===== src/rtl/spike_readout_pkg.sv =====
// Shared definitions for the spike readout: FSM encodings and parameter defaults.
package spike_readout_pkg;

   typedef enum logic [1:0] {
      RO_IDLE    = 2'd0,
      RO_COUNT   = 2'd1,
      RO_RESOLVE = 2'd2,
      RO_HOLD    = 2'd3
   } ro_state_e;

   localparam int unsigned DEF_CNT_W  = 8;
   localparam int unsigned DEF_WINDOW = 64;

endpackage


===== src/rtl/spike_readout_if.sv =====
// Start/spike inputs and valid/ready result bundle of the spike readout.
interface spike_readout_if
   import spike_readout_pkg::*;
#(
   parameter int unsigned N_OUT = 2,
   parameter int unsigned CNT_W = DEF_CNT_W,
   parameter int unsigned IDX_W = 1
);
   logic             start;
   logic [N_OUT-1:0] spike_in;
   logic             busy;
   logic             result_valid;
   logic             result_ready;
   logic [IDX_W-1:0] winner;
   logic [CNT_W-1:0] winner_count;
   logic             tie;

   modport master (
      output start, spike_in, result_ready,
      input  busy, result_valid, winner, winner_count, tie
   );

   modport slave (
      input  start, spike_in, result_ready,
      output busy, result_valid, winner, winner_count, tie
   );
endinterface


===== src/rtl/spike_readout_counter.sv =====
// Per-neuron saturating spike counter with synchronous clear.
module spike_readout_counter
   import spike_readout_pkg::*;
#(
   parameter int unsigned CNT_W = DEF_CNT_W
) (
   input  logic             i_clk,
   input  logic             i_rstn,
   input  logic             i_clr,
   input  logic             i_en,
   input  logic             i_spike,
   output logic [CNT_W-1:0] o_count
);
   logic [CNT_W-1:0] r_count;

   // Clear has priority over counting; the count sticks at all-ones.
   always_ff @(posedge i_clk) begin
      if (!i_rstn) begin
         r_count <= '0;
      end else if (i_clr) begin
         r_count <= '0;
      end else if (i_en && i_spike && (r_count != '1)) begin
         r_count <= r_count + CNT_W'(1);
      end
   end

   assign o_count = r_count;
endmodule


===== src/rtl/spike_readout.sv =====
// Spike readout: counts output-neuron spikes over a window, then resolves the argmax.
module spike_readout
   import spike_readout_pkg::*;
#(
   parameter int unsigned N_OUT  = 2,
   parameter int unsigned CNT_W  = DEF_CNT_W,
   parameter int unsigned WINDOW = DEF_WINDOW,
   parameter int unsigned WIN_W  = 7,
   parameter int unsigned IDX_W  = 1
) (
   input  logic           i_clk,
   input  logic           i_rstn,
   spike_readout_if.slave io_bus
);
   ro_state_e                   r_state;
   ro_state_e                   w_state_d;
   logic [WIN_W-1:0]            r_win;
   logic [IDX_W-1:0]            r_idx;
   logic [IDX_W-1:0]            r_winner;
   logic [CNT_W-1:0]            r_best;
   logic                        r_tie;
   logic [N_OUT-1:0][CNT_W-1:0] w_cnt;
   logic                        w_clr;
   logic                        w_en;
   logic                        w_last_win;
   logic                        w_last_idx;
   logic [CNT_W-1:0]            w_cur;

   assign w_clr      = (r_state == RO_IDLE) && io_bus.start;
   assign w_en       = (r_state == RO_COUNT);
   assign w_last_win = (r_win == WIN_W'(WINDOW - 1));
   assign w_last_idx = (r_idx == IDX_W'(N_OUT - 1));
   assign w_cur      = w_cnt[r_idx];

   for (genvar g = 0; g < N_OUT; g++) begin : g_cnt
      spike_readout_counter #(
         .CNT_W (CNT_W)
      ) u_cnt (
         .i_clk   (i_clk),
         .i_rstn  (i_rstn),
         .i_clr   (w_clr),
         .i_en    (w_en),
         .i_spike (io_bus.spike_in[g]),
         .o_count (w_cnt[g])
      );
   end

   // State register.
   always_ff @(posedge i_clk) begin
      if (!i_rstn) begin
         r_state <= RO_IDLE;
      end else begin
         r_state <= w_state_d;
      end
   end

   // Next-state logic; start outside IDLE falls through and is dropped.
   always_comb begin
      w_state_d = r_state;
      unique case (r_state)
         RO_IDLE:    if (io_bus.start)        w_state_d = RO_COUNT;
         RO_COUNT:   if (w_last_win)          w_state_d = RO_RESOLVE;
         RO_RESOLVE: if (w_last_idx)          w_state_d = RO_HOLD;
         RO_HOLD:    if (io_bus.result_ready) w_state_d = RO_IDLE;
         default:                             w_state_d = RO_IDLE;
      endcase
   end

   // Window counter runs in COUNT; argmax index walks 0..N_OUT-1 in RESOLVE.
   always_ff @(posedge i_clk) begin
      if (!i_rstn) begin
         r_win <= '0;
         r_idx <= '0;
      end else if (w_clr) begin
         r_win <= '0;
         r_idx <= '0;
      end else if (r_state == RO_COUNT) begin
         r_win <= r_win + WIN_W'(1);
      end else if (r_state == RO_RESOLVE) begin
         r_idx <= r_idx + IDX_W'(1);
      end
   end

   // Sequential argmax; an equal count flags a tie but keeps the lower index.
   always_ff @(posedge i_clk) begin
      if (!i_rstn) begin
         r_winner <= '0;
         r_best   <= '0;
         r_tie    <= 1'b0;
      end else if (r_state == RO_RESOLVE) begin
         if (r_idx == '0) begin
            r_winner <= '0;
            r_best   <= w_cur;
            r_tie    <= 1'b0;
         end else if (w_cur > r_best) begin
            r_winner <= r_idx;
            r_best   <= w_cur;
            r_tie    <= 1'b0;
         end else if (w_cur == r_best) begin
            r_tie    <= 1'b1;
         end
      end
   end

   assign io_bus.busy         = (r_state != RO_IDLE);
   assign io_bus.result_valid = (r_state == RO_HOLD);
   assign io_bus.winner       = r_winner;
   assign io_bus.winner_count = r_best;
   assign io_bus.tie          = r_tie;
endmodule


===== src/flat_wrapper.sv =====
// flat-port wrapper written by rule: the top's interface ports become plain ports
module spike_readout_flat import spike_readout_pkg::*;
#(
   parameter int unsigned N_OUT  = 2,
   parameter int unsigned CNT_W  = DEF_CNT_W,
   parameter int unsigned WINDOW = DEF_WINDOW,
   parameter int unsigned WIN_W  = 7,
   parameter int unsigned IDX_W  = 1
)
  (i_clk, i_rstn, io_bus_start, io_bus_spike_in, io_bus_result_ready, io_bus_busy, io_bus_result_valid, io_bus_winner, io_bus_winner_count, io_bus_tie);
  spike_readout_if #(.N_OUT(N_OUT), .CNT_W(CNT_W), .IDX_W(IDX_W)) io_bus_i ();
  input  logic i_clk;
  input  logic i_rstn;
  input wire logic [$bits(io_bus_i.start)-1:0] io_bus_start;
  input wire logic [$bits(io_bus_i.spike_in)-1:0] io_bus_spike_in;
  input wire logic [$bits(io_bus_i.result_ready)-1:0] io_bus_result_ready;
  output wire logic [$bits(io_bus_i.busy)-1:0] io_bus_busy;
  output wire logic [$bits(io_bus_i.result_valid)-1:0] io_bus_result_valid;
  output wire logic [$bits(io_bus_i.winner)-1:0] io_bus_winner;
  output wire logic [$bits(io_bus_i.winner_count)-1:0] io_bus_winner_count;
  output wire logic [$bits(io_bus_i.tie)-1:0] io_bus_tie;
  assign io_bus_i.start = io_bus_start;
  assign io_bus_i.spike_in = io_bus_spike_in;
  assign io_bus_i.result_ready = io_bus_result_ready;
  assign io_bus_busy = io_bus_i.busy;
  assign io_bus_result_valid = io_bus_i.result_valid;
  assign io_bus_winner = io_bus_i.winner;
  assign io_bus_winner_count = io_bus_i.winner_count;
  assign io_bus_tie = io_bus_i.tie;
  spike_readout #(.N_OUT(N_OUT), .CNT_W(CNT_W), .WINDOW(WINDOW), .WIN_W(WIN_W), .IDX_W(IDX_W)) u_core (.i_clk(i_clk), .i_rstn(i_rstn), .io_bus(io_bus_i));
endmodule

===== config.mk =====
export PLATFORM = sky130hd
export DESIGN_NAME = spike_readout_flat
export DESIGN_NICKNAME = d
export VERILOG_FILES = /design/src/rtl/spike_readout_pkg.sv /design/src/rtl/spike_readout_if.sv /design/src/rtl/spike_readout_counter.sv /design/src/rtl/spike_readout.sv /design/src/flat_wrapper.sv
export SDC_FILE = /design/constraint.sdc
export NUM_CORES = 1
export LEC_CHECK = 0
export CAP_MARGIN = 0
export CORE_AREA = 2 2 66 68
export DETAILED_ROUTE_END_ITERATION = 12
export DIE_AREA = 0 0 68 70
export PLACE_DENSITY_LB_ADDON = 0.2
export SYNTH_ARGS = -nofsm -noshare
export SYNTH_HDL_FRONTEND = slang
export SYNTH_SLANG_ARGS = --single-unit
export TNS_END_PERCENT = 5

===== constraint.sdc =====
create_clock -name i_clk -period 2.6 [get_ports i_clk]
set_input_delay 0.52 -clock i_clk [delete_from_list [all_inputs] [get_ports i_clk]]
set_output_delay 0.52 -clock i_clk [all_outputs]
set_load 0.05 [all_outputs]

M1 wires:
Supply wires on this layer in grey.
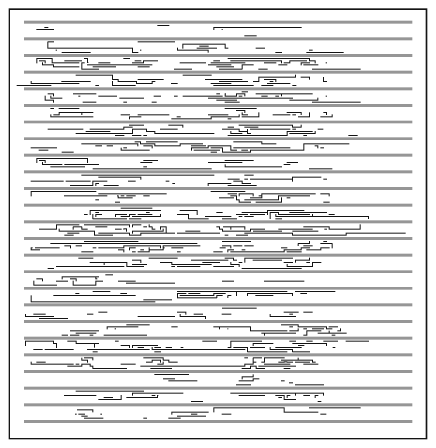
The longest straight run is 23.9 um. The wires run mostly horizontal. 238 nets have wire on it.

Metal 2:
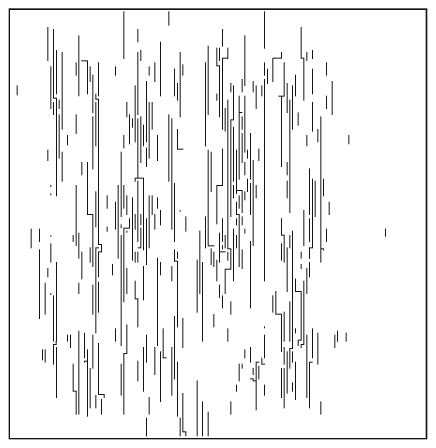
The longest straight run is 33.0 um. The layer carries 1,630 um of wire. The wires run mostly vertical.
overall routed net length: 3720 um
overall via count from detail_route: 1,497
met2 track utilization from global routing: 0.255

==> flow report <==
======================================================================================
Flip-flop and latch share of the layout cell area                                0.318
Dominant register cell in the synthesized netlist                         sky130_fd_sc_hd__dfxtp_1
Async S/R FF share, synth                                                            0
Clock buffer depth                                                                   2
Result of the run                                                         finished clean
EDFF count, synth                                                                    0
Library cell contributing the largest single delay on the critical path   sky130_fd_sc_hd__dfxtp_1
Logic depth of the worst path, buffers included                                      8
Switching power as a share of total power                                        0.353
Core Util, Final                                                                 0.546
Setup total negative slack                                                        0 ns
Top power group                                                           sequential cells
Yosys cell count                                                                   215
Late-Pin Clk Latency                                                           0.28 ns
Number of vias per cell                                                           5.20
NetSw                                                                         0.550 mW
Clock group                                                                   0.408 mW
HPWL after detailed placement                                                  2720 um
Worst max-slew margin expressed relative to the limit                            0.660
Tally of buffers added on design ports                                              17
Largest fanout on the critical path                                                  9
Required time of the critical path                                             2.82 ns
Area added between synthesis and finish                                          16.4%
Total of endpoints with negative setup slack in the final report                     0
Finished Layout Cells                                                              288
Period utilisation layout                                                        0.925
Sequential area share after synthesis                                            0.371
All-Layer GR Usage                                                               0.175
Worst setup skew after layout                                               0.00537 ns
Number of global-route vias before repair                                        1,352
Library cells used by synthesis                                                     33
List of cells traversed by the critical path                              buf_4 > mux2_2 > ha_1 > and4_1 > nand3_1 > nand2_1 > a31oi_4 > mux2i_1
Crit path capture                                                         u_core.io_bus.winner_count[4]
Number of synthesized register bits                                                 36
Maximum operating frequency                                                    416 MHz
Top cells by instance count after synthesis                               sky130_fd_sc_hd__dfxtp_1 (36), sky130_fd_sc_hd__nand2_1 (28), sky130_fd_sc_hd__nor2_1 (20)
Largest net degree at the start of global routing                                   25
Slew at the pin closest to its max-slew limit                                 0.508 ns
Simple-gate portion of the synthesized area                                      0.209
Hold wc startpoint                                                        u_core.io_bus.winner_count[2]
======================================================================================
Metal 3:
Scale bar: 20 um.
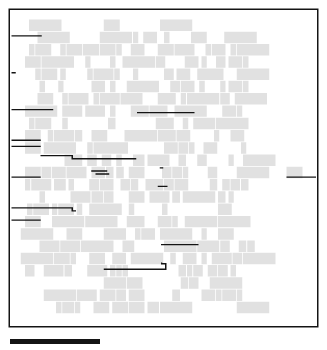
The layer holds 3.4% of the routed length. 13 nets have wire on it. The wires run mostly horizontal. The layer carries 128 um of wire.
met3 usage in global routing: 0.0483

No activity file was given, so power comes from the tool's default toggle rates.
